===== src/rtl/game_ctrl_pkg.sv =====
// rtl/game_ctrl_pkg.sv - state encoding, defaults and strobe decode for game_control
// Contents: state_t (S_INIT..S_DRAW_CHAR), DEFAULT_FRAME_DIV, DEFAULT_CNT_W,
//           strobe_decode() mapping a state to its one-hot phase strobe vector.
package game_ctrl_pkg;

    localparam int DEFAULT_FRAME_DIV = 833333;  // 50 MHz / 60 Hz
    localparam int DEFAULT_CNT_W     = 20;

    typedef enum logic [2:0] {
        S_INIT      = 3'd0,
        S_IDLE      = 3'd1,
        S_REG       = 3'd2,
        S_CHECK     = 3'd3,
        S_APPLY     = 3'd4,
        S_DRAW_MAP  = 3'd5,
        S_DRAW_CHAR = 3'd6
    } state_t;

    // Bit n of the result is the strobe for the state encoded as n.
    function automatic logic [6:0] strobe_decode(input state_t s);
        return 7'b000_0001 << s;
    endfunction

endpackage


===== src/rtl/game_control_if.sv =====
// rtl/game_control_if.sv - phase strobe / done handshake bundle between game_control and its clients
// master: game_control (drives strobes, status; samples done levels)
// slave : character / collision / map blocks (drive done levels; consume strobes)
interface game_control_if;
    logic       collide_done;
    logic       map_done;
    logic       char_done;
    logic       init;
    logic       idle;
    logic       reg_action;
    logic       check_collision;
    logic       apply_action;
    logic       draw_map;
    logic       draw_char;
    logic       frame_overrun;
    logic       wd_error;
    logic [2:0] state_dbg;

    modport master (
        input  collide_done, map_done, char_done,
        output init, idle, reg_action, check_collision, apply_action,
               draw_map, draw_char, frame_overrun, wd_error, state_dbg
    );

    modport slave (
        output collide_done, map_done, char_done,
        input  init, idle, reg_action, check_collision, apply_action,
               draw_map, draw_char, frame_overrun, wd_error, state_dbg
    );
endinterface


===== src/rtl/frame_tick_gen.sv =====
// rtl/frame_tick_gen.sv - free-running frame divider producing a one-cycle tick per frame
// Ports: clock, reset (sync, active-high), tick (high while count == FRAME_DIV-1).
module frame_tick_gen #(
    parameter int FRAME_DIV = 833333,
    parameter int CNT_W     = 20
) (
    input  logic clock,
    input  logic reset,
    output logic tick
);

    logic [CNT_W-1:0] cnt;

    assign tick = (cnt == CNT_W'(FRAME_DIV - 1));

    always_ff @(posedge clock) begin
        if (reset) begin
            cnt <= '0;
        end else if (tick) begin
            cnt <= '0;
        end else begin
            cnt <= cnt + CNT_W'(1);
        end
    end

endmodule


===== src/rtl/game_control.sv =====
// rtl/game_control.sv - game loop sequencer: frame pacing, phase strobes, overrun and watchdog flags
// Ports: clock, reset (sync, active-high), bus (game_control_if.master: done levels in,
//        one-hot phase strobes, frame_overrun, wd_error, state_dbg out).
// Optional: define GAME_CTRL_WATCHDOG_EN to build the wait-state watchdog (limit WD_LIMIT).
module game_control
    import game_ctrl_pkg::*;
#(
    parameter int          FRAME_DIV = DEFAULT_FRAME_DIV,
    parameter int          CNT_W     = DEFAULT_CNT_W,
    parameter logic [15:0] WD_LIMIT  = 16'd65535
) (
    input  logic          clock,
    input  logic          reset,
    game_control_if.master bus
);

    state_t     state;
    state_t     state_n;
    logic [6:0] strobe_q;
    logic       pending;
    logic       overrun;
    logic       tick;

    frame_tick_gen #(
        .FRAME_DIV (FRAME_DIV),
        .CNT_W     (CNT_W)
    ) u_tick (
        .clock (clock),
        .reset (reset),
        .tick  (tick)
    );

`ifdef GAME_CTRL_WATCHDOG_EN
    logic [15:0] wd_cnt;
    logic        wd_err;
    logic        in_wait;
    logic        wd_expire;

    assign in_wait   = (state == S_CHECK) || (state == S_DRAW_MAP) || (state == S_DRAW_CHAR);
    // Fires on the last permitted cycle so the wait state lasts exactly WD_LIMIT cycles.
    assign wd_expire = in_wait && (wd_cnt == WD_LIMIT - 16'd1);
`endif

    always_comb begin
        state_n = state;
        case (state)
            S_INIT:      state_n = S_IDLE;
            S_IDLE:      if (pending || tick) state_n = S_REG;
            S_REG:       state_n = S_CHECK;
            S_CHECK:     if (bus.collide_done) state_n = S_APPLY;
            S_APPLY:     state_n = S_DRAW_MAP;
            S_DRAW_MAP:  if (bus.map_done) state_n = S_DRAW_CHAR;
            S_DRAW_CHAR: if (bus.char_done) state_n = S_IDLE;
            default:     state_n = S_INIT;
        endcase
`ifdef GAME_CTRL_WATCHDOG_EN
        if (wd_expire) state_n = S_IDLE;
`endif
    end

    always_ff @(posedge clock) begin
        if (reset) begin
            state    <= S_INIT;
            strobe_q <= strobe_decode(S_INIT);
            pending  <= 1'b0;
            overrun  <= 1'b0;
`ifdef GAME_CTRL_WATCHDOG_EN
            wd_cnt   <= 16'd0;
            wd_err   <= 1'b0;
`endif
        end else begin
            state    <= state_n;
            // Strobes are registered from the next state so they line up with state.
            strobe_q <= strobe_decode(state_n);

            // A tick outside S_IDLE is remembered; a second one before it is consumed is lost.
            if (tick && (state != S_IDLE)) begin
                pending <= 1'b1;
                if (pending) overrun <= 1'b1;
            end else if ((state == S_IDLE) && (state_n == S_REG)) begin
                pending <= 1'b0;
            end

`ifdef GAME_CTRL_WATCHDOG_EN
            if (state_n != state) begin
                wd_cnt <= 16'd0;
            end else if (in_wait) begin
                wd_cnt <= wd_cnt + 16'd1;
            end
            if (wd_expire) wd_err <= 1'b1;
`endif
        end
    end

    assign bus.init            = strobe_q[0];
    assign bus.idle            = strobe_q[1];
    assign bus.reg_action      = strobe_q[2];
    assign bus.check_collision = strobe_q[3];
    assign bus.apply_action    = strobe_q[4];
    assign bus.draw_map        = strobe_q[5];
    assign bus.draw_char       = strobe_q[6];
    assign bus.frame_overrun   = overrun;
    assign bus.state_dbg       = state;

`ifdef GAME_CTRL_WATCHDOG_EN
    assign bus.wd_error = wd_err;
`else
    assign bus.wd_error = 1'b0;
    wire unused_wd_limit = ^WD_LIMIT;
`endif

endmodule


===== src/flat_wrapper.sv =====
// flat-port wrapper written by rule: the top's interface ports become plain ports
module game_control_flat import game_ctrl_pkg::*;
#(
    parameter int          FRAME_DIV = DEFAULT_FRAME_DIV,
    parameter int          CNT_W     = DEFAULT_CNT_W,
    parameter logic [15:0] WD_LIMIT  = 16'd65535
)
  (clock, reset, bus_collide_done, bus_map_done, bus_char_done, bus_init, bus_idle, bus_reg_action, bus_check_collision, bus_apply_action, bus_draw_map, bus_draw_char, bus_frame_overrun, bus_wd_error, bus_state_dbg);
  game_control_if bus_i ();
  input  logic clock;
  input  logic reset;
  input wire logic [$bits(bus_i.collide_done)-1:0] bus_collide_done;
  input wire logic [$bits(bus_i.map_done)-1:0] bus_map_done;
  input wire logic [$bits(bus_i.char_done)-1:0] bus_char_done;
  output wire logic [$bits(bus_i.init)-1:0] bus_init;
  output wire logic [$bits(bus_i.idle)-1:0] bus_idle;
  output wire logic [$bits(bus_i.reg_action)-1:0] bus_reg_action;
  output wire logic [$bits(bus_i.check_collision)-1:0] bus_check_collision;
  output wire logic [$bits(bus_i.apply_action)-1:0] bus_apply_action;
  output wire logic [$bits(bus_i.draw_map)-1:0] bus_draw_map;
  output wire logic [$bits(bus_i.draw_char)-1:0] bus_draw_char;
  output wire logic [$bits(bus_i.frame_overrun)-1:0] bus_frame_overrun;
  output wire logic [$bits(bus_i.wd_error)-1:0] bus_wd_error;
  output wire logic [$bits(bus_i.state_dbg)-1:0] bus_state_dbg;
  assign bus_i.collide_done = bus_collide_done;
  assign bus_i.map_done = bus_map_done;
  assign bus_i.char_done = bus_char_done;
  assign bus_init = bus_i.init;
  assign bus_idle = bus_i.idle;
  assign bus_reg_action = bus_i.reg_action;
  assign bus_check_collision = bus_i.check_collision;
  assign bus_apply_action = bus_i.apply_action;
  assign bus_draw_map = bus_i.draw_map;
  assign bus_draw_char = bus_i.draw_char;
  assign bus_frame_overrun = bus_i.frame_overrun;
  assign bus_wd_error = bus_i.wd_error;
  assign bus_state_dbg = bus_i.state_dbg;
  game_control #(.FRAME_DIV(FRAME_DIV), .CNT_W(CNT_W), .WD_LIMIT(WD_LIMIT)) u_core (.clock(clock), .reset(reset), .bus(bus_i));
endmodule

===== config.mk =====
export PLATFORM = sky130hd
export DESIGN_NAME = game_control_flat
export DESIGN_NICKNAME = d
export VERILOG_FILES = /design/src/rtl/game_ctrl_pkg.sv /design/src/rtl/game_control_if.sv /design/src/rtl/frame_tick_gen.sv /design/src/rtl/game_control.sv /design/src/flat_wrapper.sv
export SDC_FILE = /design/constraint.sdc
export NUM_CORES = 1
export LEC_CHECK = 0
export ABC_AREA = 1
export CAP_MARGIN = 20
export CELL_PAD_IN_SITES_DETAIL_PLACEMENT = 1
export CELL_PAD_IN_SITES_GLOBAL_PLACEMENT = 1
export CORE_AREA = 2 2 82 84
export CTS_CLUSTER_SIZE = 40
export DETAILED_ROUTE_END_ITERATION = 6
export DIE_AREA = 0 0 84 86
export PLACE_DENSITY_LB_ADDON = 0.1
export RECOVER_POWER = 50
export SYNTH_ARGS = -nofsm -noshare
export SYNTH_HDL_FRONTEND = slang
export SYNTH_SLANG_ARGS = --single-unit

===== constraint.sdc =====
create_clock -name clock -period 2.1 [get_ports clock]
set_input_delay 0.315 -clock clock [delete_from_list [all_inputs] [get_ports clock]]
set_output_delay 0.315 -clock clock [all_outputs]
set_load 0.1 [all_outputs]

Fig. 1: signal wires on met3
Bar = 20 um.
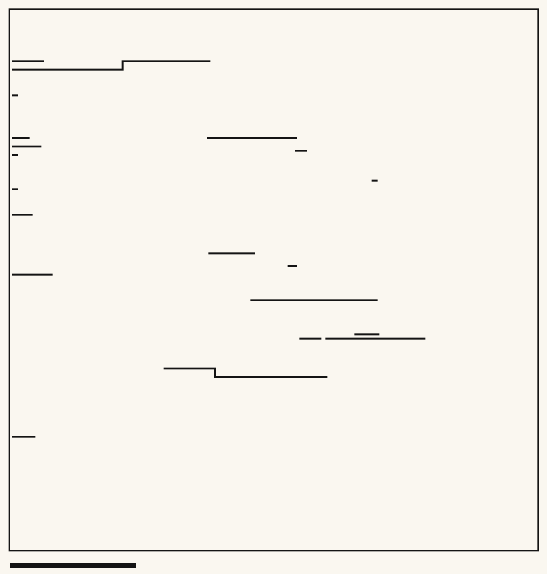
longest straight run: 20.0 um
wire length on this layer: 153 um
main direction: horizontal
share of all routed wire: 3.9%
routed via count: 1386
routed wire length: 3.94 mm
met3 Track Usage GR: 0.0346

Fig. 2: gate families picked out
Bar = 20 um.
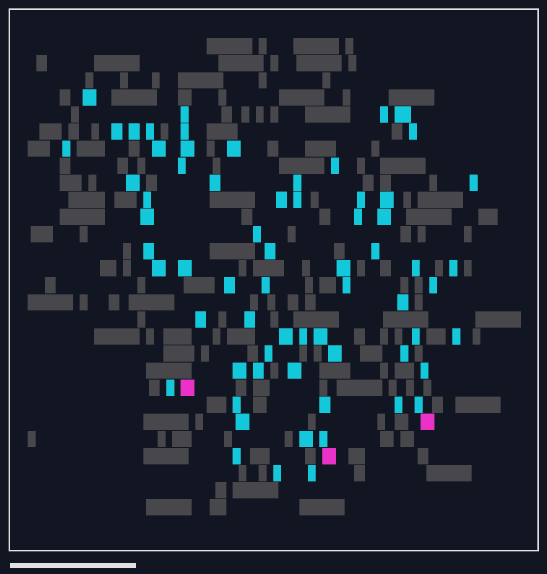
[cyan] NAND gates | cells: 66 | most used: nand2_1
[magenta] AND and OR gates | cells: 3 | most used: or2_0
most common logic cell in the routed design: sky130_fd_sc_hd__nand2_1
number of standard cells in the final layout excluding fillers: 312
multi-input combinational area share: 0.421

Fig. 3: placement density heat map
8 x 9 tiles, from black (low) to pale yellow (high), 0 to 100% covered.
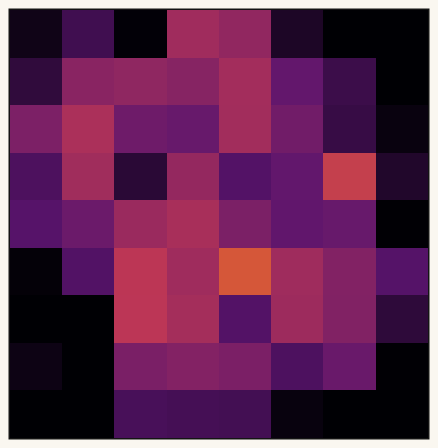
fullest tile: 59%
nearly empty tiles: 19%
mean over tiles: 24%
densest ninth of the die: centre
Core ar.: 0.00628 mm2
final design utilization: 0.288
pre-placement core utilization: 0.246

Fig. 4: port wiring
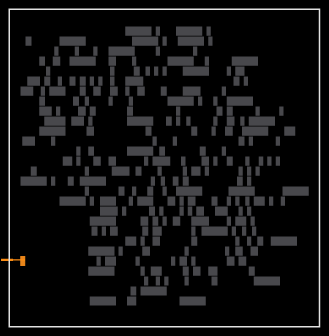
[orange] bus_wd_error | bits: 1 | direction: output | edge: west | end cells: 1 | wire: 3.60 um
I/O pins: 17
number of buffers inserted by port buffering: 15

Fig. 5: placement view
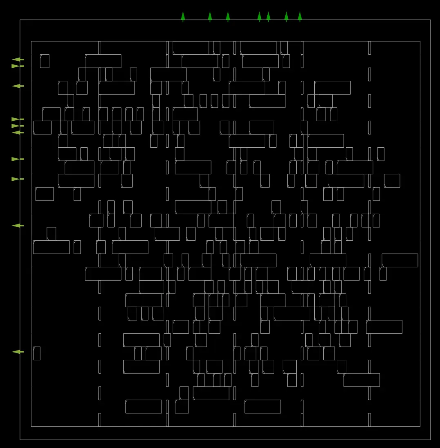
number of inserted filler cells in the final layout: 788
sequential cells: 32

==> git commit body <==
Store results of the implementation flow

- Combinational power: ~0.097 mW
- Basic Gates by Area: 0.365
* Cell type with the largest total area after synthesis: sky130_fd_sc_hd__dfxtp_1
- Mean cell area of the mapped netlist: 7.29 um2
* Final GP Congestion: 0.734
* Critical path launch point: u_core.strobe_q[0]$_SDFF_PP1_
- Biggest combinational cell group after synthesis: simple AND/OR/NAND/NOR gates
- Post-Synthesis Cells: between 200 and 250
- Per the OpenROAD power report, switching power amounts to just over 0.3 mW.
* Top cell area share: 0.414
* Post-synthesis sequential element count: 32
- STA lists the endpoint of the worst register-to-register path as u_core.u_tick.cnt[3]$_SDFF_PP0_.
- Number of antenna violations at the first check in global routing: 0
* Gr ovfl total: 0
* Most used routing layer: met2
- Post-DR wirelength/cell: between 10 and 15 um
- Summed over all failing endpoints, the final setup total negative slack is 0 ps.
- Worst Hold End: u_core.u_tick.cnt[18]$_SDFF_PP0_
* Number of placed instances with taps included: ~300
* Initial detailed-routing violation count: 24
- According to the CTS report, the clock sink count is 32.
- In this run, synthesis inferred 0 flip-flops with an integrated enable.
- Post-CTS setup buffer count: 0
- Post-synth area from yosys stat: about 0.0015 mm2
- STA classifies the critical path endpoint as an output port.
- Status: completed
* Achievable frequency: around 570 MHz
- Cell internal power was estimated by the tool at slightly above 0.9 mW.
- Count of hold buffers inserted by post-cts repair: 0
- The transition time recorded at the tightest slew-check pin is ~1200 ps.
- Max fanout on the critical path was recorded as 1.
- Data arrival time of the critical path: between 1000 and 1500 ps
-- final cells by class --
cell class | count | area [um2]
clock buffers | 8 | 90.1
fillers | 788 | 4470
multi-input cells | 147 | 759
well taps | 77 | 96.3
repair buffers | 17 | 101
flip-flops and latches | 32 | 641
inverters | 31 | 118
-- flip-flops by register name (all words and copies together) (netlist names) --
name,flops
u_core.u_tick.cnt,20
u_core.bus.frame_overrun,1
u_core.pending,1
u_core.strobe_q,7
u_core.bus.state_dbg,3
-- metrics by stage --
| step | setup WS (ps) | instance area [um2] |
|---|---|---|
| 3_5_place_dp | 401 | 1760 |
| 2_1_floorplan | 157 | 1550 |
| 5_1_grt | 183 | 1810 |
| 6_report | 335 | 1810 |
| 3_3_place_gp | 416 | 1760 |
| 4_1_cts | 425 | 1850 |
Power is estimated from default activity; no workload was simulated.
